### src/rtl/imem_boot_ctrl.sv
// imem_boot_ctrl: boot sequencer and single-port arbiter for the hart's
// instruction memory. After reset it zero-fills the memory, then streams a
// program image from the loader into it, then hands the port to the fetch
// path and releases the core hold. A reload request in RUN repeats the
// clear/load sequence.
module imem_boot_ctrl #(
  parameter int DWIDTH   = 32,
  parameter int MEM_SIZE = 16384,
  localparam int ADDR_SIZE = $clog2(MEM_SIZE)
) (
  input  logic                 Clk_Core,
  input  logic                 Rst_Core,
  input  logic                 Reload_Req,
  input  logic                 Load_Valid,
  input  logic [31:0]          Load_Data,
  input  logic                 Load_Last,
  output logic                 Load_Ready,
  input  logic [DWIDTH-1:0]    Fetch_Addr,
  output logic                 Fetch_Misalign,
  output logic [ADDR_SIZE-1:0] Mem_Addr,
  output logic                 Mem_We,
  output logic [31:0]          Mem_Wdata,
  output logic                 Core_Hold,
  output logic                 Boot_Done,
  output logic                 Load_Error,
  output logic [ADDR_SIZE:0]   Load_Count
);

  // Last address written by the clear pass, and the load-counter value that
  // means "memory full" (one past the last word).
  localparam logic [ADDR_SIZE-1:0] LAST_CLEAR_ADDR = ADDR_SIZE'(MEM_SIZE - 1);
  localparam logic [ADDR_SIZE:0]   LOAD_FULL       = (ADDR_SIZE + 1)'(MEM_SIZE);

  typedef enum logic [1:0] {
    ST_CLEAR = 2'd0,
    ST_LOAD  = 2'd1,
    ST_RUN   = 2'd2
  } state_t;

  state_t                 state_reg;
  logic [ADDR_SIZE-1:0]   clear_cnt_reg;
  logic [ADDR_SIZE:0]     load_cnt_reg;
  logic                   load_error_reg;
  logic [ADDR_SIZE:0]     load_count_reg;

  logic                   load_xfer;
  logic                   load_room;
  logic                   load_wr;
  logic [ADDR_SIZE:0]     load_count_next;

  // Fetch wraps modulo memory size, so the PC bits above the word index are
  // intentionally ignored.
  logic                   unused_fetch_upper;
  assign unused_fetch_upper = ^Fetch_Addr[DWIDTH-1:ADDR_SIZE+2];

  // A loader handshake happens only in LOAD; it writes only while there is room.
  assign load_xfer = (state_reg == ST_LOAD) && Load_Valid;
  assign load_room = (load_cnt_reg != LOAD_FULL);
  assign load_wr   = load_xfer && load_room;

  // Words written by the image, saturating at the memory depth.
  assign load_count_next = load_room ? (load_cnt_reg + 1'b1) : load_cnt_reg;

  // Status outputs are decoded from the state register alone.
  assign Core_Hold      = (state_reg != ST_RUN);
  assign Boot_Done      = (state_reg == ST_RUN);
  assign Load_Ready     = (state_reg == ST_LOAD);
  assign Fetch_Misalign = (state_reg == ST_RUN) && (|Fetch_Addr[1:0]);
  assign Load_Error     = load_error_reg;
  assign Load_Count     = load_count_reg;

  // Memory port mux: clear pass, loader writes, or fetch reads. The clear
  // strobe is gated by reset so no write escapes while reset is held.
  always_comb begin
    Mem_We    = 1'b0;
    Mem_Wdata = 32'd0;
    Mem_Addr  = Fetch_Addr[ADDR_SIZE+1:2];
    case (state_reg)
      ST_CLEAR: begin
        Mem_We   = !Rst_Core;
        Mem_Addr = clear_cnt_reg;
      end
      ST_LOAD: begin
        Mem_We    = load_wr;
        Mem_Addr  = load_cnt_reg[ADDR_SIZE-1:0];
        Mem_Wdata = load_wr ? Load_Data : 32'd0;
      end
      default: begin
        Mem_We = 1'b0;
      end
    endcase
  end

  // Boot sequencer: CLEAR -> LOAD -> RUN, with reload looping back to CLEAR.
  always_ff @(posedge Clk_Core or posedge Rst_Core) begin
    if (Rst_Core) begin
      state_reg      <= ST_CLEAR;
      clear_cnt_reg  <= '0;
      load_cnt_reg   <= '0;
      load_error_reg <= 1'b0;
      load_count_reg <= '0;
    end else begin
      case (state_reg)
        ST_CLEAR: begin
          clear_cnt_reg <= clear_cnt_reg + 1'b1;
          if (clear_cnt_reg == LAST_CLEAR_ADDR) begin
            state_reg    <= ST_LOAD;
            load_cnt_reg <= '0;
          end
        end
        ST_LOAD: begin
          if (load_xfer) begin
            if (load_room) begin
              load_cnt_reg <= load_cnt_reg + 1'b1;
            end else begin
              // Image overran the memory: word dropped, flag it.
              load_error_reg <= 1'b1;
            end
            if (Load_Last) begin
              state_reg      <= ST_RUN;
              load_count_reg <= load_count_next;
            end
          end
        end
        ST_RUN: begin
          if (Reload_Req) begin
            state_reg      <= ST_CLEAR;
            clear_cnt_reg  <= '0;
            load_cnt_reg   <= '0;
            load_error_reg <= 1'b0;
            load_count_reg <= '0;
          end
        end
        default: begin
          state_reg <= ST_CLEAR;
        end
      endcase
    end
  end

endmodule

### config.mk
export PLATFORM = sky130hd
export DESIGN_NAME = imem_boot_ctrl
export DESIGN_NICKNAME = d
export VERILOG_FILES = /design/src/rtl/imem_boot_ctrl.sv
export SDC_FILE = /design/constraint.sdc
export NUM_CORES = 1
export LEC_CHECK = 0
export CORE_ASPECT_RATIO = 2
export CORE_MARGIN = 3
export CORE_UTILIZATION = 39
export CTS_BUF_LIST = sky130_fd_sc_hd__clkbuf_2 sky130_fd_sc_hd__clkbuf_4 sky130_fd_sc_hd__clkbuf_8
export CTS_CLUSTER_SIZE = 12
export DETAILED_ROUTE_END_ITERATION = 12
export GPL_ROUTABILITY_DRIVEN = 0
export GPL_TIMING_DRIVEN = 0
export HOLD_SLACK_MARGIN = 0.1
export PLACE_DENSITY = 0.89
export SETUP_SLACK_MARGIN = 0.2
export SYNTH_ARGS = -nofsm -noshare
export SYNTH_HDL_FRONTEND = slang
export SYNTH_SLANG_ARGS = --single-unit
### constraint.sdc
create_clock -name Clk_Core -period 1.85 [get_ports Clk_Core]
set_input_delay 0.37 -clock Clk_Core [delete_from_list [all_inputs] [get_ports Clk_Core]]
set_output_delay 0.37 -clock Clk_Core [all_outputs]
set_load 0.005 [all_outputs]
### Selected gate families

Scale: 4 px per µm.
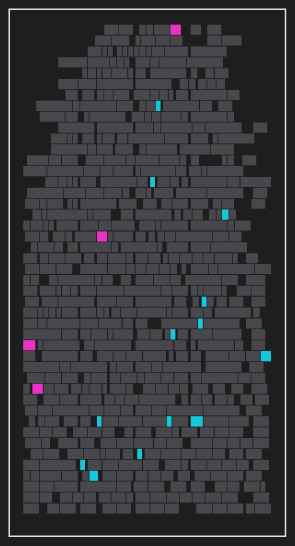
Key: magenta = non-inverting ao/oa cells [cells 4]; cyan = inv cells [cells 13]

### Track usage over the die

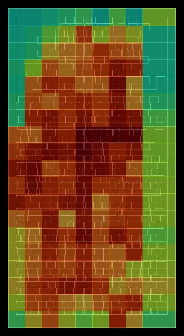
fraction of met2 tracks used by global routing: 55.83%
met1 Usage GRT: 36.09%
grt peak-use layer: met2
average detailed-routed wire length per instance: 26.06 µm
gr usage total: 32.72%

### Met2 routing

Scale: 3 px per µm.
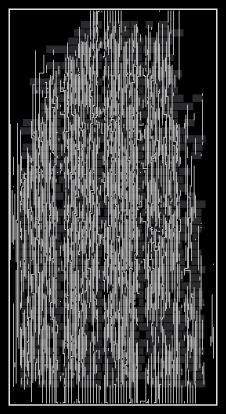
600 nets have wire on it. The longest straight run is 61.4 µm.
total number of vias: 4,181
Routed Wire Length: 17,540 µm

==> notes.md <==
Purpose: to document the outcome of synthesis and place and route.

Critical path
Per STA, the worst path is made up of clkbuf_8 > nor4_2 > and4_1 > buf_6 > nor2_4 > clkbuf_8 > buf_6 > buf_6 > and2_4 > buf_6. The required time of the critical path is 1.48 ns. The capture point of the worst path is Mem_Wdata[16].

The critical path startpoint category is a flip-flop. The total stage count of the critical path is 10. The setup path with the least slack is of type flip-flop to primary output. Among the stages of the critical path, the cell type that occurs most often is sky130_fd_sc_hd__buf_6. The beginning of the critical path is load_cnt_reg[12].

The data arrival time at the worst-slack endpoint is between 2 and 2.5 ns. The path depth of the worst reg2reg path is 14. The worst-path cell with the longest stage delay is sky130_fd_sc_hd__dfrtp_1. The largest incremental delay on the critical path is ~0.40 ns. The kind of end point of the critical path is a primary output.

Synthesis
The synthesis stats list as the most numerous cell sky130_fd_sc_hd__nand2_1. Summing the areas of all and, or, nand and nor instances in the mapped netlist gives between 20% and 30% of the synthesized area. In the synthesized netlist, mux cells make up under 10% of the area. The register bit total from synthesis is 47. The synthesis report names the predominant flop master as sky130_fd_sc_hd__dfrtp_1. The count of library flops with an enable pin is 0. The synthesis log from Yosys contains 0 warnings. Per the synthesis report, the AND-OR/OR-AND share of the synthesized area is approximately 17%.

Summing the areas of all fa, ha and maj instances in the mapped netlist gives 3.264% of the synthesized area. The cell type contributing the most total cell area after synthesis is sky130_fd_sc_hd__dfrtp_1. Per Yosys stat, the portion of area used by sequential elements is 38.35%.

In the synthesized netlist, the cells that appear most often are sky130_fd_sc_hd__nand2_1, sky130_fd_sc_hd__dfrtp_1, sky130_fd_sc_hd__and2_1. The async set-reset flop share out of synthesis is 100.0%. The unique cell type count in the Yosys netlist is between 50 and 60.

Synthesis produced a netlist whose cell count is around 360. For this run, the chip area from Yosys synthesis comes to between 3000 and 4000 µm². In this run, the synthesized area fraction spent on xor and xnor cells is recorded as under 10%.

Power and ir drop
The part of the power in registers is a little over half. The design draws around 1.9 mW. The power report puts the net switching power at approximately 470 µW.

The internal power is 1.433 mW. The fraction of power consumed by the clock network is 37.6%. Of the total power, combinational logic draws under 10%. The standby leakage power is approximately 2.9 nW.

The worst IR drop on VDD is between 400 and 500 µV. The switching fraction of total power is ~25%.

Min path
For hold timing, the worst endpoint is Load_Count[10]. The number of cells traversed by the worst hold path is 2. The startpoint of the most critical hold path is Load_Count[10].

Finish
The final non-filler cell total is 673. The net count of the finished layout is roughly 660. Compared with the post-synthesis result, the final layout area differs by 104.6%.

The repair_antennas step left the layout with diodes totalling 0. Leaving out fill and tap cells, the most frequent cells in the layout are sky130_fd_sc_hd__buf_6, sky130_fd_sc_hd__clkdlybuf4s50_1, sky130_fd_sc_hd__dfrtp_1. Measured on the finished design, the core utilization comes to 82.55%. The total non-filler cell area in the finished layout is between 6000 and 7000 µm². The share of layout cells above drive strength 1 is between 50 and 60%.

Global routing
Per the GRT congestion report, total overflow comes to 0. The initial antenna violation count is 0. The first global-routing pass estimated around 22,000 µm of wire. The via count of the first global-routing pass is ~4,000.

Place
The wire-length estimate of the detail-placed layout is 7548 µm. The pre-CTS setup slack is -1.150 ns. The area after detailed placement is approximately 4500 µm². In this run, placement finished with an instance count of 573.

Port buffering added around 120 buffers.

Timing
The minimum setup slack in the final design is -0.8410 ns. The smallest hold slack is a little over 0.5 ns. In the final timing run, aggregate negative setup slack is -48.05 ns. The final report lists the setup-violating endpoint count as 96. The top achievable clock speed is ~370 MHz. In the final run the clock tree shows a worst skew of around 0.015 ns.

The transition at the pin with the smallest max-transition slack is ~1.2 ns. The routed design could run at a clock period as short as approximately 2.7 ns. The total count of hold-check failures in the final report is 0.

Detailed routing
For this block, the initial DRC count from the detailed router was between 300 and 400. The post-detailed-route via-to-cell ratio is approximately 6.2. The routed design uses between 1000 and 1500 µm of met3 wire. The remaining number of nets flagged by the antenna check after routing is 0.

The wire length the detailed router placed on met1 is around 5500 µm. The pre-antenna-repair detailed-routing pass consisted of 5 iterations. The highest signal layer in the routed design is met4.

Status
The flow ran to the end, but the final reports show violations. The final reports fail on setup timing.

Clock network
The number of clock sinks is between 40 and 50. The maximum buffer depth of the clock tree is 2. In this run, post-CTS repair resized a total of 391 instances. The root buffer cell is sky130_fd_sc_hd__clkbuf_8.

The CTS tree is yes. The number of setup buffers added after CTS is around 61. The clock tree synthesis step divided the H-tree into 2 levels.

The hold buffer count at cts is 0. The clock latency on the worst-skew pair is roughly 0.32 ns. The clock-pin slew on the worst setup and hold paths is ~0.10 ns.

Die
The die extent in x is 68.70 µm. The overall die height is ~130 µm. The floorplan-stage core utilization is about two fifths. The core region is roughly 7600 µm². The total number of placement rows is about 45.

The die footprint is 9028 µm². The I/O pin count is between 100 and 150.

Run
Across the run, the number of max-cap violations was 0. The logs give a warning total of approximately 50.
### Sizing map

Scale: 4 px per µm.
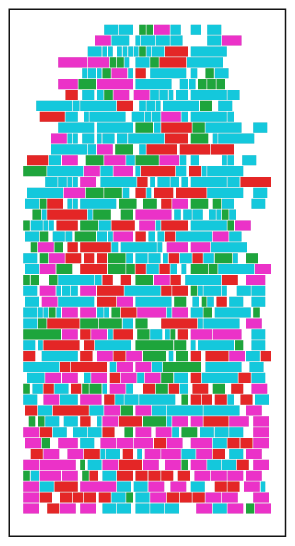
Key: green = x2 [cells 92]; cyan = x1 and smaller [cells 261]; red = x3 and x4 [cells 110]; magenta = x6 and larger [cells 116]

### The metal 3 layer

Scale: 3 px per µm.
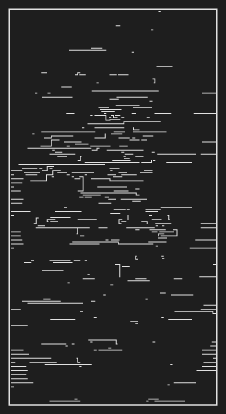
The wires run mostly horizontal. The layer holds 6.6% of the routed length. 161 nets have wire on it. The longest straight run is 28.5 µm. The layer carries 1,150 µm of wire.
global-route met3 utilization: 5.133%

-- area by class of cell --
cell class	count	area [µm²]	area share [%]
Inverter	12	56.30	0.8973
Timing Repair Buffer	210	2107	33.58
Buffer	24	301.5	4.806
Tap cell	94	117.6	1.874
Timing Repair inverter	1	5.005	0.07976
Sequential cell	47	1180	18.80
Clock buffer	6	82.58	1.316
Clock inverter	2	16.27	0.2592
Multi-Input combinational cell	277	2409	38.38
-- power groups by stage --
stage / Clock (mW) / Combinational (mW) / Sequential, mW
after floorplan: 0 / 0.0188 / 1.05
after global placement: 0 / 0.140 / 1.05
after detailed placement: 0 / 0.142 / 1.05
after CTS: 0.681 / 0.149 / 1.03
after global routing: 0.746 / 0.167 / 1.03
final: 0.714 / 0.160 / 1.03
No activity file was given, so power comes from the tool's default toggle rates.
